[src/rtl/datamem_arbiter_if.sv]
// ---------------------------------------------------------------------------
// datamem_arbiter_if
// Bundles the two requester ports of the data-memory arbiter and the wires
// that run to the single-cycle data memory.
//   Requester side : reqN, weN, sizeN, addrN, wdataN (to arbiter)
//                    ackN, errN, rdataN (from arbiter), N = 0 (CPU), 1 (DMA)
//   Status         : busy (from arbiter)
//   Memory side    : mem_address, mem_datain, mem_we, mem_writebyte,
//                    mem_writehalfword (from arbiter), mem_data (to arbiter)
// slave  : the arbiter's view.
// master : the requesters' and memory's view (the environment).
// ---------------------------------------------------------------------------
interface datamem_arbiter_if;
    logic        req0;
    logic        req1;
    logic        we0;
    logic        we1;
    logic [1:0]  size0;
    logic [1:0]  size1;
    logic [31:0] addr0;
    logic [31:0] addr1;
    logic [31:0] wdata0;
    logic [31:0] wdata1;
    logic        ack0;
    logic        ack1;
    logic        err0;
    logic        err1;
    logic [31:0] rdata0;
    logic [31:0] rdata1;
    logic        busy;
    logic [31:0] mem_address;
    logic [31:0] mem_datain;
    logic        mem_we;
    logic        mem_writebyte;
    logic        mem_writehalfword;
    logic [31:0] mem_data;

    modport slave (
        input  req0, req1, we0, we1, size0, size1, addr0, addr1,
               wdata0, wdata1, mem_data,
        output ack0, ack1, err0, err1, rdata0, rdata1, busy,
               mem_address, mem_datain, mem_we, mem_writebyte,
               mem_writehalfword
    );

    modport master (
        output req0, req1, we0, we1, size0, size1, addr0, addr1,
               wdata0, wdata1, mem_data,
        input  ack0, ack1, err0, err1, rdata0, rdata1, busy,
               mem_address, mem_datain, mem_we, mem_writebyte,
               mem_writehalfword
    );
endinterface

[src/rtl/datamem_arbiter.sv]
// ---------------------------------------------------------------------------
// datamem_arbiter
// Two-port round-robin arbiter/sequencer in front of a single-cycle,
// big-endian data memory (asynchronous read, write on posedge clk).
// One transaction runs at a time through IDLE -> ACCESS -> RESP.
// Commands are range/alignment checked when granted; a failing command never
// writes memory, returns rdata = 0 and completes with err set.
// Ports:
//   clk   : system clock, rising edge
//   reset : synchronous, active-high
//   bus   : datamem_arbiter_if.slave (requester ports, busy, memory wires)
// ---------------------------------------------------------------------------
module datamem_arbiter #(
    parameter logic [31:0] STARTADDR = 32'h1000_0000,
    parameter logic [31:0] LENGTH    = 32'h0000_1000
) (
    input logic              clk,
    input logic              reset,
    datamem_arbiter_if.slave bus
);

    typedef enum logic [1:0] {
        IDLE   = 2'd0,
        ACCESS = 2'd1,
        RESP   = 2'd2
    } state_t;

    state_t      state_reg;
    state_t      state_next;

    // Latched command of the granted port
    logic        last_grant_reg;
    logic        port_reg;
    logic        we_reg;
    logic [1:0]  size_reg;
    logic [31:0] addr_reg;
    logic [31:0] wdata_reg;
    logic        err_reg;

    logic [31:0] rdata_reg [2];

    // Per-port views of the requester signals so the grant mux can index them
    logic [1:0]  req_vec;
    logic [1:0]  we_vec;
    logic [1:0]  size_arr  [2];
    logic [31:0] addr_arr  [2];
    logic [31:0] wdata_arr [2];
    logic [1:0]  ack_vec;

    logic        grant_valid;
    logic        grant_id;
    logic        grant_err;
    logic [31:0] read_value;

    assign req_vec      = {bus.req1, bus.req0};
    assign we_vec       = {bus.we1, bus.we0};
    assign size_arr[0]  = bus.size0;
    assign size_arr[1]  = bus.size1;
    assign addr_arr[0]  = bus.addr0;
    assign addr_arr[1]  = bus.addr1;
    assign wdata_arr[0] = bus.wdata0;
    assign wdata_arr[1] = bus.wdata1;

    // Range and alignment check. The end address is formed in 33 bits so an
    // access near 32'hFFFF_FFFF cannot wrap back into the valid window.
    function automatic logic cmd_check(input logic [1:0] size, input logic [31:0] addr);
        logic [32:0] nbytes;
        logic [32:0] end_addr;
        logic [32:0] limit;
        logic        bad;
        case (size)
            2'b00:   nbytes = 33'd1;
            2'b01:   nbytes = 33'd2;
            default: nbytes = 33'd4;
        endcase
        end_addr = {1'b0, addr} + nbytes;
        limit    = {1'b0, STARTADDR} + {1'b0, LENGTH};
        bad      = (size == 2'b11)
                 | ((size == 2'b01) & addr[0])
                 | ((size == 2'b10) & (|addr[1:0]))
                 | (addr < STARTADDR)
                 | (end_addr > limit);
        return bad;
    endfunction

    // Round-robin: on a tie the port that did not win last time is granted.
    always_comb begin
        grant_valid = |req_vec;
        grant_id    = 1'b0;
        if (req_vec == 2'b10) begin
            grant_id = 1'b1;
        end else if (req_vec == 2'b11) begin
            grant_id = ~last_grant_reg;
        end
    end

    assign grant_err = cmd_check(size_arr[grant_id], addr_arr[grant_id]);

    // ---------------- FSM ----------------
    always_ff @(posedge clk) begin
        if (reset) begin
            state_reg <= IDLE;
        end else begin
            state_reg <= state_next;
        end
    end

    always_comb begin
        state_next = state_reg;
        case (state_reg)
            IDLE:    if (grant_valid) state_next = ACCESS;
            ACCESS:  state_next = RESP;
            RESP:    state_next = IDLE;
            default: state_next = IDLE;
        endcase
    end

    // ---------------- command latch ----------------
    always_ff @(posedge clk) begin
        if (reset) begin
            last_grant_reg <= 1'b1;
            port_reg       <= 1'b0;
            we_reg         <= 1'b0;
            size_reg       <= 2'b00;
            addr_reg       <= 32'h0;
            wdata_reg      <= 32'h0;
            err_reg        <= 1'b0;
        end else if ((state_reg == IDLE) && grant_valid) begin
            last_grant_reg <= grant_id;
            port_reg       <= grant_id;
            we_reg         <= we_vec[grant_id];
            size_reg       <= size_arr[grant_id];
            addr_reg       <= addr_arr[grant_id];
            wdata_reg      <= wdata_arr[grant_id];
            err_reg        <= grant_err;
        end
    end

    // ---------------- memory drive ----------------
    // Only ACCESS touches the memory; the write lands on the edge ending it.
    // reset gates mem_we directly so a reset during ACCESS blocks the write.
    always_comb begin
        bus.mem_address       = 32'h0;
        bus.mem_datain        = 32'h0;
        bus.mem_we            = 1'b0;
        bus.mem_writebyte     = 1'b0;
        bus.mem_writehalfword = 1'b0;
        if (state_reg == ACCESS) begin
            bus.mem_address       = addr_reg;
            bus.mem_datain        = wdata_reg;
            bus.mem_writebyte     = (size_reg == 2'b00);
            bus.mem_writehalfword = (size_reg == 2'b01);
            bus.mem_we            = we_reg & ~err_reg & ~reset;
        end
    end

    // Big-endian: the addressed byte sits in mem_data[31:24].
    always_comb begin
        read_value = 32'h0;
        if (!err_reg && !we_reg) begin
            case (size_reg)
                2'b00:   read_value = {24'h0, bus.mem_data[31:24]};
                2'b01:   read_value = {16'h0, bus.mem_data[31:16]};
                default: read_value = bus.mem_data;
            endcase
        end
    end

    // ---------------- per-port response ----------------
    generate
        for (genvar gi = 0; gi < 2; gi++) begin : g_port
            always_ff @(posedge clk) begin
                if (reset) begin
                    rdata_reg[gi] <= 32'h0;
                end else if ((state_reg == ACCESS) && (port_reg == 1'(gi))) begin
                    rdata_reg[gi] <= read_value;
                end
            end
            assign ack_vec[gi] = (state_reg == RESP) && (port_reg == 1'(gi)) && !reset;
        end
    endgenerate

    assign bus.ack0   = ack_vec[0];
    assign bus.ack1   = ack_vec[1];
    assign bus.err0   = ack_vec[0] & err_reg;
    assign bus.err1   = ack_vec[1] & err_reg;
    assign bus.rdata0 = rdata_reg[0];
    assign bus.rdata1 = rdata_reg[1];
    assign bus.busy   = (state_reg != IDLE);

endmodule

[src/flat_wrapper.sv]
// flat-port wrapper written by rule: the top's interface ports become plain ports
module datamem_arbiter_flat 
#(
    parameter logic [31:0] STARTADDR = 32'h1000_0000,
    parameter logic [31:0] LENGTH    = 32'h0000_1000
)
  (clk, reset, bus_req0, bus_req1, bus_we0, bus_we1, bus_size0, bus_size1, bus_addr0, bus_addr1, bus_wdata0, bus_wdata1, bus_mem_data, bus_ack0, bus_ack1, bus_err0, bus_err1, bus_rdata0, bus_rdata1, bus_busy, bus_mem_address, bus_mem_datain, bus_mem_we, bus_mem_writebyte, bus_mem_writehalfword);
  datamem_arbiter_if bus_i ();
  input logic clk;
  input logic reset;
  input wire logic [$bits(bus_i.req0)-1:0] bus_req0;
  input wire logic [$bits(bus_i.req1)-1:0] bus_req1;
  input wire logic [$bits(bus_i.we0)-1:0] bus_we0;
  input wire logic [$bits(bus_i.we1)-1:0] bus_we1;
  input wire logic [$bits(bus_i.size0)-1:0] bus_size0;
  input wire logic [$bits(bus_i.size1)-1:0] bus_size1;
  input wire logic [$bits(bus_i.addr0)-1:0] bus_addr0;
  input wire logic [$bits(bus_i.addr1)-1:0] bus_addr1;
  input wire logic [$bits(bus_i.wdata0)-1:0] bus_wdata0;
  input wire logic [$bits(bus_i.wdata1)-1:0] bus_wdata1;
  input wire logic [$bits(bus_i.mem_data)-1:0] bus_mem_data;
  output wire logic [$bits(bus_i.ack0)-1:0] bus_ack0;
  output wire logic [$bits(bus_i.ack1)-1:0] bus_ack1;
  output wire logic [$bits(bus_i.err0)-1:0] bus_err0;
  output wire logic [$bits(bus_i.err1)-1:0] bus_err1;
  output wire logic [$bits(bus_i.rdata0)-1:0] bus_rdata0;
  output wire logic [$bits(bus_i.rdata1)-1:0] bus_rdata1;
  output wire logic [$bits(bus_i.busy)-1:0] bus_busy;
  output wire logic [$bits(bus_i.mem_address)-1:0] bus_mem_address;
  output wire logic [$bits(bus_i.mem_datain)-1:0] bus_mem_datain;
  output wire logic [$bits(bus_i.mem_we)-1:0] bus_mem_we;
  output wire logic [$bits(bus_i.mem_writebyte)-1:0] bus_mem_writebyte;
  output wire logic [$bits(bus_i.mem_writehalfword)-1:0] bus_mem_writehalfword;
  assign bus_i.req0 = bus_req0;
  assign bus_i.req1 = bus_req1;
  assign bus_i.we0 = bus_we0;
  assign bus_i.we1 = bus_we1;
  assign bus_i.size0 = bus_size0;
  assign bus_i.size1 = bus_size1;
  assign bus_i.addr0 = bus_addr0;
  assign bus_i.addr1 = bus_addr1;
  assign bus_i.wdata0 = bus_wdata0;
  assign bus_i.wdata1 = bus_wdata1;
  assign bus_i.mem_data = bus_mem_data;
  assign bus_ack0 = bus_i.ack0;
  assign bus_ack1 = bus_i.ack1;
  assign bus_err0 = bus_i.err0;
  assign bus_err1 = bus_i.err1;
  assign bus_rdata0 = bus_i.rdata0;
  assign bus_rdata1 = bus_i.rdata1;
  assign bus_busy = bus_i.busy;
  assign bus_mem_address = bus_i.mem_address;
  assign bus_mem_datain = bus_i.mem_datain;
  assign bus_mem_we = bus_i.mem_we;
  assign bus_mem_writebyte = bus_i.mem_writebyte;
  assign bus_mem_writehalfword = bus_i.mem_writehalfword;
  datamem_arbiter #(.STARTADDR(STARTADDR), .LENGTH(LENGTH)) u_core (.clk(clk), .reset(reset), .bus(bus_i));
endmodule
[config.mk]
export PLATFORM = sky130hd
export DESIGN_NAME = datamem_arbiter_flat
export DESIGN_NICKNAME = d
export VERILOG_FILES = /design/src/rtl/datamem_arbiter_if.sv /design/src/rtl/datamem_arbiter.sv /design/src/flat_wrapper.sv
export SDC_FILE = /design/constraint.sdc
export NUM_CORES = 1
export LEC_CHECK = 0
export ABC_CLOCK_PERIOD_IN_PS = 8600
export CAP_MARGIN = 40
export CELL_PAD_IN_SITES_DETAIL_PLACEMENT = 2
export CELL_PAD_IN_SITES_GLOBAL_PLACEMENT = 2
export CORE_MARGIN = 1.5
export CORE_UTILIZATION = 27
export CTS_BUF_LIST = sky130_fd_sc_hd__clkbuf_8
export DETAILED_ROUTE_END_ITERATION = 10
export GPL_TIMING_DRIVEN = 0
export PLACE_DENSITY_LB_ADDON = 0.12
export SLEW_MARGIN = 20
export SYNTH_ARGS = -nofsm -noshare
export SYNTH_HDL_FRONTEND = slang
export SYNTH_SLANG_ARGS = --single-unit
[constraint.sdc]
create_clock -name clk -period 8.6 [get_ports clk]
set_input_delay 1.72 -clock clk [delete_from_list [all_inputs] [get_ports clk]]
set_output_delay 1.72 -clock clk [all_outputs]
set_load 0.005 [all_outputs]
Fig. 1: signal metal coverage by tile
34 x 34 tiles, from dark blue (low) to red (high), scaled to the fullest tile. Values are wire area over tile area, all layers added.
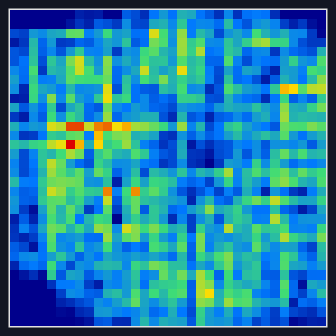
nearly empty tiles: 4.8%
emptiest ninth of the die: bottom left
fullest tile: 0.55
WL/cell: 21.6 um
GR Util All Layers: 0.233
vias: 7786
final WL: 33.9 mm

Fig. 2: clock network drawn from the DEF
The bar under the picture is 50 um long.
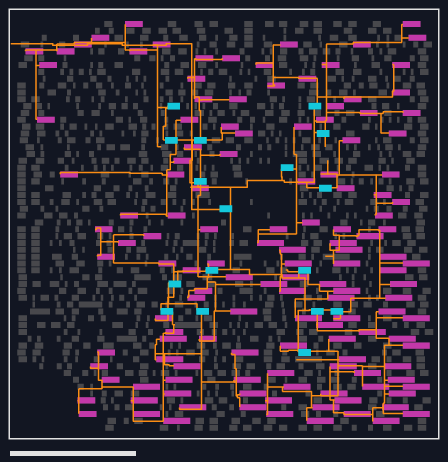
[orange] clock wires | length: 2250 um
[cyan] clock drivers | count: 17
[magenta] flip-flops | count: 136
flops lie: widely spread
clock power share: 0.340
Clk. pwr: 0.633 mW
Latency at later pin: 0.46 ns

==> results.json <==
{
  "dpl.hpwl_mm": 27.0,
  "syn-num-nets": 1034,
  "cts_setup_buffers": 0,
  "grt_util_met1": 0.286,
  "cts_buffers": 17,
  "yosysTopAreaCellShare": 0.255,
  "cp_max_fo": 10,
  "outcome": "complete, no violations",
  "remaining_drc_errors": 0,
  "sh_comb_area": 0.338,
  "power_density_nw_per_um2": 161,
  "ys_warn_count": 0,
  "tap_cells": 372,
  "power.switching_mw": 0.603,
  "drt_first_pass_iters": 4,
  "initialDrtViolationCount": 305,
  "cts.sinks": 136,
  "path_class": "primary input to register",
  "seq_share": 0.291,
  "yosys.area_share.xor_xnor": 0.0139,
  "synth_flops": 136,
  "dp_slack_ns": 1.22,
  "ys_sh_mux": 0.0637,
  "synthCells": 861,
  "p_leak_nw": 4.24,
  "fp-row-count": 60,
  "top_area_cell_class": "combinational gates",
  "clkCellAreaFrac": 0.0397,
  "holdWs_ns": 0.501,
  "endpoint": "u_core.err_reg$_SDFFE_PP0P_",
  "flops": 136,
  "hold_path_class": "register to register",
  "crit_buf_inv": 6,
  "crit_path_end_kind": "register",
  "largest_area_cell": "edfxtp_1",
  "nNonClkInverters": 6,
  "fin_nets": 1360,
  "die_w_um": 170,
  "critical_path.startpoint": "bus_req1",
  "max_slew_margin": 0.430,
  "dp.cells": 1540,
  "async_flop_share": 0,
  "ant_nets": 0,
  "wl_met2_mm": 16.9,
  "syn_area_per_cell_um2": 8.76,
  "grt_use_met3": 0.0463,
  "min_from": "u_core.addr_reg[2]$_SDFFE_PP0P_",
  "top_layer": "met4",
  "p_sw_frac": 0.323,
  "routabilityCongestion": 0.833,
  "buf_share": 0.289,
  "top_cell": "nor2_1",
  "grt_start_max_net_pins": 26,
  "placed_area_um2": 11100,
  "grt_util_met2": 0.413,
  "finalClockSkew_ns": 0.0221,
  "num-clock-buffers": 17,
  "r2r_end": "u_core.err_reg$_SDFFE_PP0P_",
  "critPathRequiredTime_ns": 8.94,
  "simple_gate_share": 0.290,
  "cp_top_family": "buffers and inverters",
  "path_cells": "clkdlybuf4s50_1 > a21boi_4 > buf_6 > buf_4 > buf_2 > buf_2 > clkbuf_1 > nand2_1 > nand2_1 > ha_1 > or2_2 > o2111ai_4 > or2_4 > and3_1 > a21oi_1 > o41ai_1 > and4_1 > a31oi_1",
  "irDropWorstVdd_mv": 0.0880,
  "fin_util": 0.426
}
Power is estimated from default activity; no workload was simulated.
